[src/rtl/mips_muldiv_unit.sv]
// mips_muldiv_unit
// Iterative multiply/divide engine with HI/LO registers for the EX stage of
// a 5-stage MIPS pipeline. MULT/MULTU use one shift-add step per cycle,
// DIV/DIVU one restoring-division step per cycle, followed by a single
// sign-correction cycle that writes HI/LO. MTHI/MTLO write in one cycle.
//
// Ports:
//   Clk        rising-edge clock
//   Reset      asynchronous, active-low reset
//   start      EX-stage instruction is a muldiv op (qualified by op)
//   op         0=MULT 1=MULTU 2=DIV 3=DIVU 4=MTHI 5=MTLO 6/7 ignored
//   rs_data    multiplicand / dividend / MTxx source
//   rt_data    multiplier / divisor
//   flush      cancel any in-flight operation (wins over start)
//   use_req    ID-stage instruction reads HI/LO or is a muldiv op
//   busy       multicycle operation in progress
//   done       one-cycle pulse after HI/LO were written by MULT/DIV
//   stall_req  combinational hazard request for the ID stage
//   hi, lo     HI and LO registers
module mips_muldiv_unit #(
    parameter int DATA_W = 32,
    parameter int CNT_W  = $clog2(DATA_W + 1)
) (
    input  logic              Clk,
    input  logic              Reset,
    input  logic              start,
    input  logic [2:0]        op,
    input  logic [DATA_W-1:0] rs_data,
    input  logic [DATA_W-1:0] rt_data,
    input  logic              flush,
    input  logic              use_req,
    output logic              busy,
    output logic              done,
    output logic              stall_req,
    output logic [DATA_W-1:0] hi,
    output logic [DATA_W-1:0] lo
);

    typedef enum logic [1:0] {
        ST_IDLE = 2'd0,
        ST_MUL  = 2'd1,
        ST_DIV  = 2'd2,
        ST_FIX  = 2'd3
    } state_t;

    // Two's-complement magnitude of v when neg is set, v otherwise.
    function automatic logic [DATA_W-1:0] mag_f(input logic [DATA_W-1:0] v,
                                                input logic neg);
        mag_f = neg ? (-v) : v;
    endfunction

    state_t              state_r;
    state_t              state_next_s;
    logic [CNT_W-1:0]    cnt_r;
    // opa_r: multiplicand magnitude in MUL, divisor magnitude in DIV.
    logic [DATA_W-1:0]   opa_r;
    // work_r: MUL = {partial upper, remaining multiplier};
    //         DIV = {partial remainder, dividend/quotient shift register}.
    logic [2*DATA_W-1:0] work_r;
    logic                neg_r;       // negate product / quotient at FIX
    logic                rem_neg_r;   // negate remainder at FIX
    logic                is_div_r;
    logic                div0_r;
    logic [DATA_W-1:0]   hi_r;
    logic [DATA_W-1:0]   lo_r;
    logic                busy_r;
    logic                done_r;

    logic                accept_s;
    logic                mthi_s;
    logic                mtlo_s;
    logic                commit_s;
    logic                last_s;
    logic                signed_op_s;
    logic [DATA_W-1:0]   rs_mag_s;
    logic [DATA_W-1:0]   rt_mag_s;

    logic [DATA_W:0]     mul_sum_s;
    logic [2*DATA_W-1:0] mul_next_s;
    logic [DATA_W:0]     div_shift_s;
    logic [DATA_W:0]     div_diff_s;
    logic [2*DATA_W-1:0] div_next_s;

    logic [2*DATA_W-1:0] prod_fix_s;
    logic [DATA_W-1:0]   quo_fix_s;
    logic [DATA_W-1:0]   rem_fix_s;
    logic [DATA_W-1:0]   hi_res_s;
    logic [DATA_W-1:0]   lo_res_s;

    assign last_s      = (cnt_r == CNT_W'(DATA_W - 1));
    assign signed_op_s = ~op[0];  // MULT (0) and DIV (2) are the signed ops
    assign rs_mag_s    = mag_f(rs_data, signed_op_s & rs_data[DATA_W-1]);
    assign rt_mag_s    = mag_f(rt_data, signed_op_s & rt_data[DATA_W-1]);

    // Shift-add: add multiplicand when the current multiplier LSB is set,
    // then shift the whole accumulator right; the carry enters the top bit.
    assign mul_sum_s  = {1'b0, work_r[2*DATA_W-1:DATA_W]}
                      + (work_r[0] ? {1'b0, opa_r} : {(DATA_W+1){1'b0}});
    assign mul_next_s = {mul_sum_s, work_r[DATA_W-1:1]};

    // Restoring division: shift the next dividend bit into the remainder and
    // keep the difference only if it did not borrow (bit DATA_W clear).
    assign div_shift_s = {work_r[2*DATA_W-1:DATA_W], work_r[DATA_W-1]};
    assign div_diff_s  = div_shift_s - {1'b0, opa_r};
    assign div_next_s  = div_diff_s[DATA_W]
                       ? {div_shift_s[DATA_W-1:0], work_r[DATA_W-2:0], 1'b0}
                       : {div_diff_s[DATA_W-1:0],  work_r[DATA_W-2:0], 1'b1};

    // Sign correction. With a zero divisor the remainder path already yields
    // the original rs value; only the quotient needs forcing to all ones.
    assign prod_fix_s = neg_r ? (-work_r) : work_r;
    assign quo_fix_s  = div0_r ? {DATA_W{1'b1}}
                      : (neg_r ? (-work_r[DATA_W-1:0]) : work_r[DATA_W-1:0]);
    assign rem_fix_s  = rem_neg_r ? (-work_r[2*DATA_W-1:DATA_W])
                                  : work_r[2*DATA_W-1:DATA_W];
    assign hi_res_s   = is_div_r ? rem_fix_s : prod_fix_s[2*DATA_W-1:DATA_W];
    assign lo_res_s   = is_div_r ? quo_fix_s : prod_fix_s[DATA_W-1:0];

    assign stall_req = use_req & (busy_r | (start & (op <= 3'd3)));
    assign busy      = busy_r;
    assign done      = done_r;
    assign hi        = hi_r;
    assign lo        = lo_r;

    // FSM state register.
    always_ff @(posedge Clk or negedge Reset) begin
        if (!Reset) begin
            state_r <= ST_IDLE;
        end else begin
            state_r <= state_next_s;
        end
    end

    // FSM next-state and control strobes; flush overrides everything.
    always_comb begin
        state_next_s = state_r;
        accept_s     = 1'b0;
        mthi_s       = 1'b0;
        mtlo_s       = 1'b0;
        commit_s     = 1'b0;
        if (flush) begin
            state_next_s = ST_IDLE;
        end else begin
            case (state_r)
                ST_IDLE: begin
                    if (start) begin
                        case (op)
                            3'd0, 3'd1: begin
                                state_next_s = ST_MUL;
                                accept_s     = 1'b1;
                            end
                            3'd2, 3'd3: begin
                                state_next_s = ST_DIV;
                                accept_s     = 1'b1;
                            end
                            3'd4:    mthi_s       = 1'b1;
                            3'd5:    mtlo_s       = 1'b1;
                            default: state_next_s = ST_IDLE;
                        endcase
                    end else begin
                        state_next_s = ST_IDLE;
                    end
                end
                ST_MUL: begin
                    if (last_s) begin
                        state_next_s = ST_FIX;
                    end else begin
                        state_next_s = ST_MUL;
                    end
                end
                ST_DIV: begin
                    if (last_s) begin
                        state_next_s = ST_FIX;
                    end else begin
                        state_next_s = ST_DIV;
                    end
                end
                ST_FIX: begin
                    commit_s     = 1'b1;
                    state_next_s = ST_IDLE;
                end
                default: state_next_s = ST_IDLE;
            endcase
        end
    end

    // Operand latch and per-cycle iteration of the datapath.
    always_ff @(posedge Clk or negedge Reset) begin
        if (!Reset) begin
            cnt_r     <= {CNT_W{1'b0}};
            opa_r     <= {DATA_W{1'b0}};
            work_r    <= {(2*DATA_W){1'b0}};
            neg_r     <= 1'b0;
            rem_neg_r <= 1'b0;
            is_div_r  <= 1'b0;
            div0_r    <= 1'b0;
        end else if (accept_s) begin
            cnt_r     <= {CNT_W{1'b0}};
            neg_r     <= signed_op_s & (rs_data[DATA_W-1] ^ rt_data[DATA_W-1]);
            rem_neg_r <= signed_op_s & rs_data[DATA_W-1];
            is_div_r  <= op[1];
            div0_r    <= op[1] & (rt_data == {DATA_W{1'b0}});
            if (op[1]) begin
                work_r <= {{DATA_W{1'b0}}, rs_mag_s};
                opa_r  <= rt_mag_s;
            end else begin
                work_r <= {{DATA_W{1'b0}}, rt_mag_s};
                opa_r  <= rs_mag_s;
            end
        end else if (state_r == ST_MUL) begin
            cnt_r  <= cnt_r + CNT_W'(1);
            work_r <= mul_next_s;
        end else if (state_r == ST_DIV) begin
            cnt_r  <= cnt_r + CNT_W'(1);
            work_r <= div_next_s;
        end else begin
            cnt_r  <= cnt_r;
            work_r <= work_r;
        end
    end

    // HI/LO architectural registers: MULT/DIV results or MTHI/MTLO writes.
    always_ff @(posedge Clk or negedge Reset) begin
        if (!Reset) begin
            hi_r <= {DATA_W{1'b0}};
            lo_r <= {DATA_W{1'b0}};
        end else if (commit_s) begin
            hi_r <= hi_res_s;
            lo_r <= lo_res_s;
        end else if (mthi_s) begin
            hi_r <= rs_data;
        end else if (mtlo_s) begin
            lo_r <= rs_data;
        end else begin
            hi_r <= hi_r;
            lo_r <= lo_r;
        end
    end

    // Registered status outputs.
    always_ff @(posedge Clk or negedge Reset) begin
        if (!Reset) begin
            busy_r <= 1'b0;
            done_r <= 1'b0;
        end else begin
            busy_r <= (state_next_s != ST_IDLE);
            done_r <= commit_s;
        end
    end

endmodule

[config.mk]
export PLATFORM = sky130hd
export DESIGN_NAME = mips_muldiv_unit
export DESIGN_NICKNAME = d
export VERILOG_FILES = /design/src/rtl/mips_muldiv_unit.sv
export SDC_FILE = /design/constraint.sdc
export NUM_CORES = 1
export LEC_CHECK = 0
export CORE_UTILIZATION = 45
export DETAILED_ROUTE_END_ITERATION = 10
export HOLD_SLACK_MARGIN = 0.06
export PLACE_DENSITY = 0.67
export SYNTH_ARGS = -nofsm -noshare
export SYNTH_HDL_FRONTEND = slang
export SYNTH_SLANG_ARGS = --single-unit
[constraint.sdc]
create_clock -name Clk -period 3.1 [get_ports Clk]
set_input_delay 0.62 -clock Clk [delete_from_list [all_inputs] [get_ports Clk]]
set_output_delay 0.62 -clock Clk [all_outputs]
set_load 0.02 [all_outputs]
power_grid.png
Bar = 50 um. Pins as bars on the die edge.
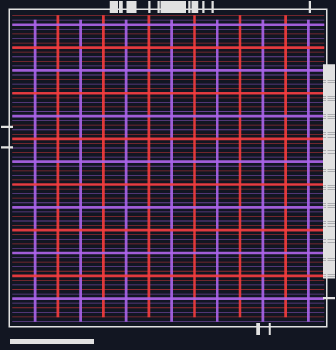
- purple: VSS
- red: VDD
- met5 straps: 13
- met4 straps: 13

placement_by_type.png
Fill, decap, tap and diode cells in grey.
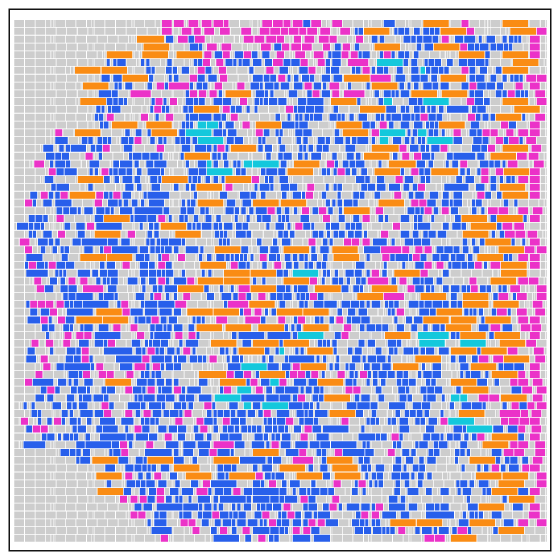
- blue: combinational and other logic (cells 1711)
- cyan: clock drivers and dummy loads (cells 32)
- orange: sequential cells (cells 174)
- magenta: remaining buffers and delay cells (cells 465)

==> out/qor.txt <==
maximum vdd drop: 425.0 uV
final wirelength: 63850 um
via count: 17530
Rel. slew slack: 38.48%
Largest register FFs: 64
Tool Warnings: 28
Avg WL per Cell: 22.56 um
first-pass GRT wire length: 96230 um
Commonest flop: dfrtp_1
Sw Ratio: 46.26%
Core Util, Final: 61.93%
Final Skew: 0.01339 ns
RSZ-0062 raised after global routing: true
Overall Global Routing Usage: 35.20%
sequential share of power: 20.3%
Worst Hold Class: input port to asynchronous set/reset pin
drt first pass iters: 6
reg2reg setup slack: 0.02 ns
Placer Congestion: 0.9972
fin nets: 2512
Seq/Total Area, Yosys: 27.87%
post-layout period usage: 99.49%
crit-path max cell delay: 0.43 ns
die footprint: 0.03547 mm2
max-cap violation count: 0
Post-Layout Cell Count: 2830
Registers, synthesis: 174
largest net degree at the start of global routing: 97
most used logic cell in the final layout: buf_4
WL met1: 25660 um
Max clock buf depth: 2
ranking of synthesized cells by area: dfrtp_1 28%, o21ai_0 6.8%, xnor2_1 6.2%
# hold bufs at CTS: 0
FP Util: 46.13%
CP bufs+invs: 2
post-layout min period: 3.084 ns
outcome: completed
Antenna Cells: 0
# IOs: 139
slowest stage cell on the critical path: dfrtp_1
XORs/XNORs by Area: 9.811%
Crit Path Max Fanout: 6
EDFF count, synth: 0
clk_routes.png
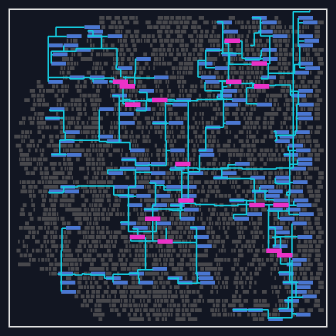
- cyan: clock wires (length 2550 um)
- magenta: clock drivers (count 17)
- blue: flip-flops (count 174)
- routed clock nets: 18
- flops lie: spread over the die

wires.png
Bar = 50 um. Two of the layers only.
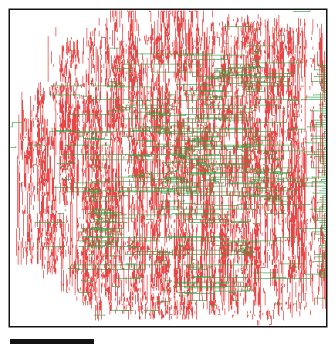
- red: metal 2 (wire length 29.1 mm)
- green: metal 3 (wire length 6040 um)

-- per-layer routing --
metal	vias up	global-route usage, %
met5	-	0
met1	8465	46.07
met2	876	56.85
met3	172	6.072
li1	8012	-
met4	4	15.66
-- cell usage after synthesis, drive strengths merged, types with 10 or more instances --
cell type and number:
a211oi 21, a21o 29, a21oi 180, a221oi 18, a22oi 22, a31oi 21, buf 23, clkbuf 113
dfrtp 174, ha 69, inv 64, mux2i 53, nand2 224, nand2b 34, nand3 38, nand4 13
nor2 168, nor2b 22, nor3 32, nor4 14, o211ai 25, o21a 10, o21ai 223, o221ai 12
o22ai 34, o31ai 28, o41ai 18, or3 35, or4 20, xnor2 111, xor2 64
-- power groups by stage --
stage / clock network (uW) / logic (uW) / registers, uW
2_1_floorplan: 0 / 6190 / 3910
3_3_place_gp: 0 / 11000 / 3640
3_5_place_dp: 0 / 11200 / 3660
4_1_cts: 2200 / 11400 / 3630
5_1_grt: 2280 / 13200 / 3760
6_report: 2180 / 12300 / 3690
-- metrics by stage --
step	area [um2]	setup slack, ns
after floorplan	15620	0.001738
after global placement	19560	-0.4500
after detailed placement	19560	-0.4407
after CTS	20310	-0.02022
after global routing	20970	-0.03468
final	20970	0.01593
-- cell type report --
cell class	instances	share of cell area (%)
repair buffers	465	19.17
flip-flops and latches	174	20.79
multi-input cells	1645	53.44
clock inverters	14	0.6324
clock buffers	18	2.094
well taps	448	2.673
inverters	66	1.193
-- worst paths after layout --
path | from | to | cells past startpoint
min in group Clk | lo[17] | lo[17] | 2
setup / recovery | opa_r[15] | work_r[61] | 12
setup reg to reg | opa_r[15] | work_r[61] | 12
max in group asynchronous | Reset | work_r[21] | 2
hold reg to reg | lo[17] | lo[17] | 2
hold / removal | Reset | hi[8] | 1
Power and IR drop assume default switching activity.
